===== src/rtl/mmu_pkg.sv =====
// Shared Sv39 MMU types and constants: PTE layout, SATP mode, page-walk FSM states.
package mmu_pkg;

    localparam logic [3:0]  SATP_MODE_SV39 = 4'd8;
    localparam int unsigned PGOFF_W        = 12;
    localparam int unsigned VPN_W          = 9;
    localparam int unsigned PPN_W          = 44;

    typedef struct packed {
        logic [9:0]  reserved;
        logic [25:0] ppn2;
        logic [8:0]  ppn1;
        logic [8:0]  ppn0;
        logic [1:0]  rsw;
        logic        d;
        logic        a;
        logic        g;
        logic        u;
        logic        x;
        logic        w;
        logic        r;
        logic        v;
    } pte_t;

    typedef enum logic [2:0] {
        StIdle,
        StReq,
        StCheck,
        StDone,
        StFault
    } walk_state_e;

    function automatic logic [PPN_W-1:0] pte_ppn(input pte_t p);
        return {p.ppn2, p.ppn1, p.ppn0};
    endfunction

endpackage


===== src/rtl/sv39_pte_check.sv =====
// Combinational Sv39 PTE validation: classifies leaf vs pointer and flags page faults.
module sv39_pte_check
    import mmu_pkg::*;
(
    input  pte_t       pte,
    input  logic [1:0] level,
    input  logic       is_write,
    output logic       is_leaf,
    output logic       fault
);

    logic [PPN_W-1:0] ppn;
    logic             misaligned;
    logic             unused_bits;

    assign unused_bits = ^{pte.rsw, pte.g, pte.u};

    always_comb begin
        ppn        = pte_ppn(pte);
        is_leaf    = pte.r | pte.x;
        misaligned = 1'b0;
        case (level)
            2'd2:    misaligned = (ppn[2*VPN_W-1:0] != '0);
            2'd1:    misaligned = (ppn[VPN_W-1:0] != '0);
            default: misaligned = 1'b0;
        endcase

        fault = ~pte.v | (pte.w & ~pte.r) | (pte.reserved != '0);
        // A/D are never updated by hardware, so a clear bit is a fault.
        if (is_leaf) begin
            fault = fault | misaligned | ~pte.a | (is_write & ~pte.d);
        end else begin
            fault = fault | (level == 2'd0);
        end
    end

endmodule


===== src/rtl/sv39_walker.sv =====
// Sv39 page-table walker: up to three PTE reads per TLB miss, returns a 4 KiB fill or a fault.
module sv39_walker
    import mmu_pkg::*;
#(
    parameter int unsigned PA_W      = 56,
    parameter int unsigned TLB_IDX_W = 7
) (
    input  logic                      phi2,
    input  logic                      rst,
    input  logic [63:0]               satp,
    input  logic                      walk_req,
    input  logic [38:0]               walk_vaddr,
    input  logic                      walk_is_write,
    output logic                      walk_busy,
    output logic                      walk_done,
    output logic                      walk_fault,
    output logic                      fill_valid,
    output logic [TLB_IDX_W-1:0]      fill_index,
    output logic [39-12-TLB_IDX_W-1:0] fill_tag,
    output logic [PPN_W-1:0]          fill_ppn,
    output logic [7:0]                fill_flags,
    output logic [1:0]                fill_level,
    output logic                      mem_read_rq,
    output logic [PA_W-1:0]           mem_addr,
    input  logic [63:0]               mem_data,
    input  logic                      mem_ready
);

    walk_state_e      state_q, state_d;
    logic [38:0]      vaddr_q;
    logic             is_write_q;
    logic [PPN_W-1:0] a_q;
    logic [1:0]       lvl_q;
    pte_t             pte_q;

    logic             is_leaf;
    logic             pte_fault;
    logic [VPN_W-1:0] vpn;
    logic [PPN_W-1:0] leaf_ppn;
    logic [PPN_W-1:0] ptr_ppn;
    logic             unused_bits;

    assign unused_bits = ^{satp[59:44], vaddr_q[PGOFF_W-1:0]};
    assign ptr_ppn     = pte_ppn(pte_q);

    sv39_pte_check u_pte_check (
        .pte      (pte_q),
        .level    (lvl_q),
        .is_write (is_write_q),
        .is_leaf  (is_leaf),
        .fault    (pte_fault)
    );

    always_comb begin
        vpn      = vaddr_q[PGOFF_W +: VPN_W];
        leaf_ppn = ptr_ppn;
        // Superpages are split into 4 KiB fills using the VPN bits below the leaf level.
        case (lvl_q)
            2'd2: begin
                vpn      = vaddr_q[PGOFF_W+2*VPN_W +: VPN_W];
                leaf_ppn = {ptr_ppn[PPN_W-1:2*VPN_W], vaddr_q[PGOFF_W +: 2*VPN_W]};
            end
            2'd1: begin
                vpn      = vaddr_q[PGOFF_W+VPN_W +: VPN_W];
                leaf_ppn = {ptr_ppn[PPN_W-1:VPN_W], vaddr_q[PGOFF_W +: VPN_W]};
            end
            default: ;
        endcase
    end

    always_comb begin
        state_d = state_q;
        case (state_q)
            StIdle: begin
                if (walk_req) begin
                    state_d = (satp[63:60] == SATP_MODE_SV39) ? StReq : StFault;
                end
            end
            StReq:   if (mem_ready) state_d = StCheck;
            StCheck: begin
                if (pte_fault)    state_d = StFault;
                else if (is_leaf) state_d = StDone;
                else              state_d = StReq;
            end
            default: state_d = StIdle;
        endcase
    end

    always_ff @(posedge phi2) begin
        if (rst) begin
            state_q    <= StIdle;
            vaddr_q    <= '0;
            is_write_q <= 1'b0;
            a_q        <= '0;
            lvl_q      <= '0;
            pte_q      <= '0;
            fill_index <= '0;
            fill_tag   <= '0;
            fill_ppn   <= '0;
            fill_flags <= '0;
            fill_level <= '0;
        end else begin
            state_q <= state_d;
            case (state_q)
                StIdle: begin
                    if (walk_req) begin
                        vaddr_q    <= walk_vaddr;
                        is_write_q <= walk_is_write;
                        a_q        <= satp[PPN_W-1:0];
                        lvl_q      <= 2'd2;
                    end
                end
                StReq: if (mem_ready) pte_q <= mem_data;
                StCheck: begin
                    if (!pte_fault && !is_leaf) begin
                        a_q   <= ptr_ppn;
                        lvl_q <= lvl_q - 2'd1;
                    end else if (!pte_fault) begin
                        fill_index <= vaddr_q[PGOFF_W +: TLB_IDX_W];
                        fill_tag   <= vaddr_q[38:PGOFF_W+TLB_IDX_W];
                        fill_ppn   <= leaf_ppn;
                        fill_flags <= pte_q[7:0];
                        fill_level <= lvl_q;
                    end
                end
                default: ;
            endcase
        end
    end

    assign walk_busy   = (state_q != StIdle);
    assign walk_done   = (state_q == StDone) | (state_q == StFault);
    assign walk_fault  = (state_q == StFault);
    assign fill_valid  = (state_q == StDone);
    assign mem_read_rq = (state_q == StReq);
    assign mem_addr    = (state_q == StReq) ? PA_W'({a_q, vpn, 3'b000}) : '0;

endmodule


===== config.mk =====
export PLATFORM = sky130hd
export DESIGN_NAME = sv39_walker
export DESIGN_NICKNAME = d
export VERILOG_FILES = /design/src/rtl/mmu_pkg.sv /design/src/rtl/sv39_pte_check.sv /design/src/rtl/sv39_walker.sv
export SDC_FILE = /design/constraint.sdc
export NUM_CORES = 1
export LEC_CHECK = 0
export ABC_AREA = 1
export CORE_MARGIN = 3
export CORE_UTILIZATION = 44
export CTS_BUF_LIST = sky130_fd_sc_hd__clkbuf_4
export DETAILED_ROUTE_END_ITERATION = 10
export PLACE_DENSITY_LB_ADDON = 0.15
export SYNTH_ARGS = -nofsm -noshare
export SYNTH_HDL_FRONTEND = slang
export SYNTH_SLANG_ARGS = --single-unit

===== constraint.sdc =====
create_clock -name phi2 -period 2 [get_ports phi2]
set_input_delay 0.4 -clock phi2 [delete_from_list [all_inputs] [get_ports phi2]]
set_output_delay 0.4 -clock phi2 [all_outputs]
set_load 0.01 [all_outputs]

==> run_1/placement.png <==
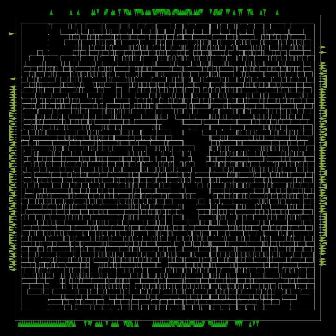
Tap Count: 280
Core ar.: 22100 sq um
FILL cells: 1895
flip-flops: 220
Core Util, Final: 70.5%

==> run_1/wires.png <==
Two of the layers only.
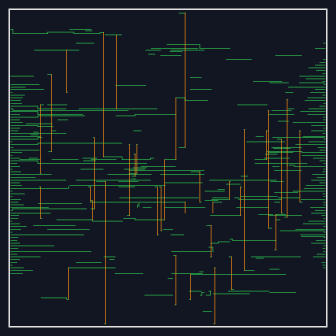
- orange: metal 4 (wire length 1020 um)
- green: metal 3 (wire length 3140 um)
final WL: 36.8 mm
via count: 11100
GRT Total Usage: 27.4%
routed len/inst: 16.9 um

==> flow_summary.yaml, run 1 <==
# physical design summary
status:
  status: "finished with violations"
  violations: "setup timing"
flow_run:
  max_cap_violations: 0
  warning_count: 60
yosys:
  common_cells: "nand2_1, inv_1, dfxtp_1"
  top_cells_by_area: "dfxtp_1, nand2_1, inv_1"
  synth_cell_types: 30
  adder_share_pct: 0.375
  ys_sh_aoi_pct: 14.5
  ys_sh_mux_pct: 0
  largest_area_cell: "dfxtp_1"
  simple_gate_share_pct: 26.8
  ys_ff: 220
  synth.top_cell.area_share_pct: 44.0
  syn_area_sq_um: 10000
  synth_async_sr_flop_share_pct: 0
power:
  leakagePower_nw: 7.57
  power_switching_mw: 2.53
  p_seq_share_pct: 48.8
  power_frac_comb_pct: 13.0
final_layout:
  logic_gate_count: 929
  final_area_sq_um: 15600
  fin_nets: 2043
  top_regs: "pte_q x62, a_q x44, fill_ppn x44"
  n_antenna_cell: 2
  instances_no_fill: 2177
  clkCellAreaFrac_pct: 4.07
  seq_area_share_pct: 28.4
  final_cell_mix: "nand2_1, inv_1, dfxtp_1"
  lay_top_count: "nand2_1"
  final_layout_size_suffix_gt1_share_pct: 20.2
  layout.non_clock_inverters: 262
timing:
  period_used_pct: 120
  setup_viol: 96
  rsz0062_at_grt: "yes"
  setup_slack_ns: -0.409
  tns_ns: -16.03
  slew_viol_final: 0
routing:
  viasPerCell: 5.08
  ant_nets: 0
  met3_length_mm: 3.14
  drc: 0
worst_setup_path:
  slowest_delay_ns: 0.36
  cp-startpoint: "lvl_q[0]$_SDFFE_PP0P_"
  crit_family: "buffers and inverters"
  cp_slowest_cell: "dfxtp_2"
  critPathCapture: "mem_addr[7]"
clock_tree:
  ctsHoldBuffers: 0
  cts_buffers: 58
  cts_setup_buffers: 35
  cts_tree: "done"
  cts-root-buf: "clkbuf_4"
  h-tree-depth: 2
  cts_sinks: 220
placed_design:
  dp_hpwl_mm: 22.9
  placed_cell_area_sq_um: 13400
  gp_congestion: 0.880
  port_buffers: 280
global_routing:
  met3_usage_pct: 7.84
  overflow: 0
  grt_pass1_wl_mm: 53.7
  grt_max_degree: 68
  gr-max-usage-layer: "met2"
hold_path:
  hold_depth: 4
  hold_end: "fill_ppn[5]$_SDFFE_PP0P_"
  hold_start: "rst"
  hp-class: "in -> reg"
floorplan:
  initCoreUtil_pct: 45.3
==> run_1/power_grid.png <==
Bar = 50 um. Pins as bars on the die edge.
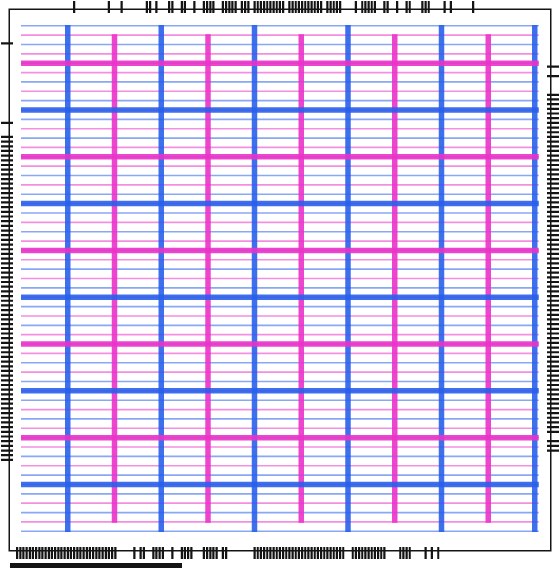
- blue: VSS
- magenta: VDD
- rows: 54
- met4 straps: 11
- signal pins: 314
Chip Height: 157 um
Worst VDD drop: 0.514 mV
DIE WIDTH: 157 um

==> run_1/clk_routes.png <==
Bar = 50 um.
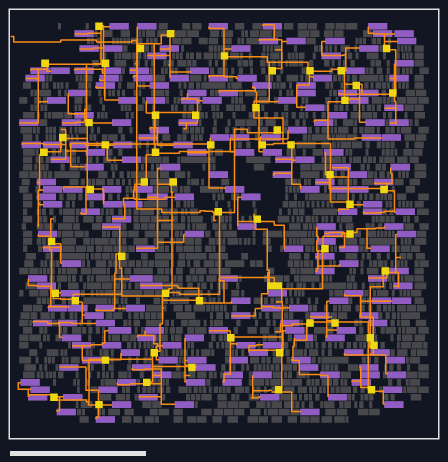
- orange: clock wires (length 3180 um)
- purple: flip-flops (count 220)
- yellow: clock drivers (count 58)
- routed clock nets: 59
Clk. pwr: 3.62 mW
worst-skew pair later-pin latency: 0.68 ns
clock share of power: 38.2%

--- run 2 (diff from run 1) ---
CORE_ASPECT_RATIO = 0.75   (was unset)
CORE_UTILIZATION = 50   (was 44)
clock period = 2.9 ns   (was 2 ns; I/O delays follow)
==> run_2/wires.png <==
Two of the layers only.
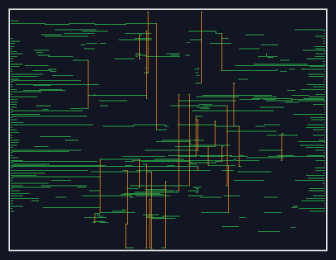
- orange: metal 4 (wire length 761 um)
- green: metal 3 (wire length 3510 um)
GRT Total Usage: 28.7%
routed len/inst: 15.7 um
via count: 10600
final WL: 32.6 mm

==> run 2 against run 1 <==
  * The flow now finishes without violations
  * Combinational power down 43%
  * Flip-flop count unchanged
  * Via count is 4.4% lower
  * Clock skew decreased by 0.0020 ns
  * Total power fell by 32%
  * Utilization increased by 0.46 points
  * Synthesized cell count stayed put
  * Wire length down 12%
  * Sequential share of layout area rose by 3.5 points
  * Worst hold slack better by 0.29 ns
  * Synthesized area unchanged
  * Sequential power is 31% lower
  * Highest routed layer unchanged
==> flow_summary.yaml, run 2 <==
# physical design summary
worst_setup_path:
  critPathCapture: "mem_addr[5]"
  cp_slowest_cell: "dfxtp_2"
  cp-startpoint: "lvl_q[1]$_SDFFE_PP0P_"
  crit_family: "buffers and inverters"
final_layout:
  layout.non_clock_inverters: 263
  final_cell_mix: "nand2_1, clkdlybuf4s50_1, inv_1"
  lay_top_count: "nand2_1"
  finish.utilization_pct: 71.0
  seq_cells: 220
  n_antenna_cell: 1
  seq_area_share_pct: 31.9
  final_layout_size_suffix_gt1_share_pct: 9.07
  logic_gate_count: 929
  clkCellAreaFrac_pct: 4.83
routing:
  met3_length_mm: 3.51
  drc: 0
  viasPerCell: 5.10
  ant_nets: 0
placed_design:
  placed_cell_area_sq_um: 13000
  port_buffers: 280
  gp_congestion: 0.865
  dp_hpwl_mm: 22.1
power:
  ir_drop_mv: 0.272
  leakagePower_nw: 5.92
  power_per_cell_area_nw_per_um2: 464
  p_seq_share_pct: 49.6
  power_switching_mw: 1.68
  pwr-share-clk_pct: 39.5
global_routing:
  overflow: 0
  gr-max-usage-layer: "met2"
  met3_usage_pct: 8.91
  grt_max_degree: 68
  grt_pass1_wl_mm: 50.4
hold_path:
  hp-class: "reg -> reg"
  hold_start: "fill_flags[6]$_SDFFE_PP0P_"
  hold_depth: 2
clock_tree:
  cts_sinks: 220
  ctsHoldBuffers: 0
  cts_buffers: 54
  h-tree-depth: 2
  cts-root-buf: "clkbuf_4"
  cts_tree: "done"
  clock.latency.late_pin_ns: 0.67
yosys:
  top_cells_by_area: "dfxtp_1, nand2_1, inv_1"
  adder_share_pct: 0.375
  largest_area_cell: "dfxtp_1"
  ys_sh_aoi_pct: 14.5
  synth_cell_types: 30
  simple_gate_share_pct: 26.8
  synth_async_sr_flop_share_pct: 0
  syn_area_sq_um: 10000
  ys_sh_mux_pct: 0
  common_cells: "nand2_1, inv_1, dfxtp_1"
timing:
  tns_ns: 0
  setup_viol: 0
  rsz0062_at_grt: "yes"
  period_used_pct: 97.0
  setup_slack_ns: 0.0879
  slew_viol_final: 0
floorplan:
  core_area_sq_um: 19500
  die_w_um: 169
  die_h_um: 129
  nWellTaps: 253
flow_run:
  warning_count: 60
status:
  status: "completed"
No activity file was given, so power comes from the tool's default toggle rates.
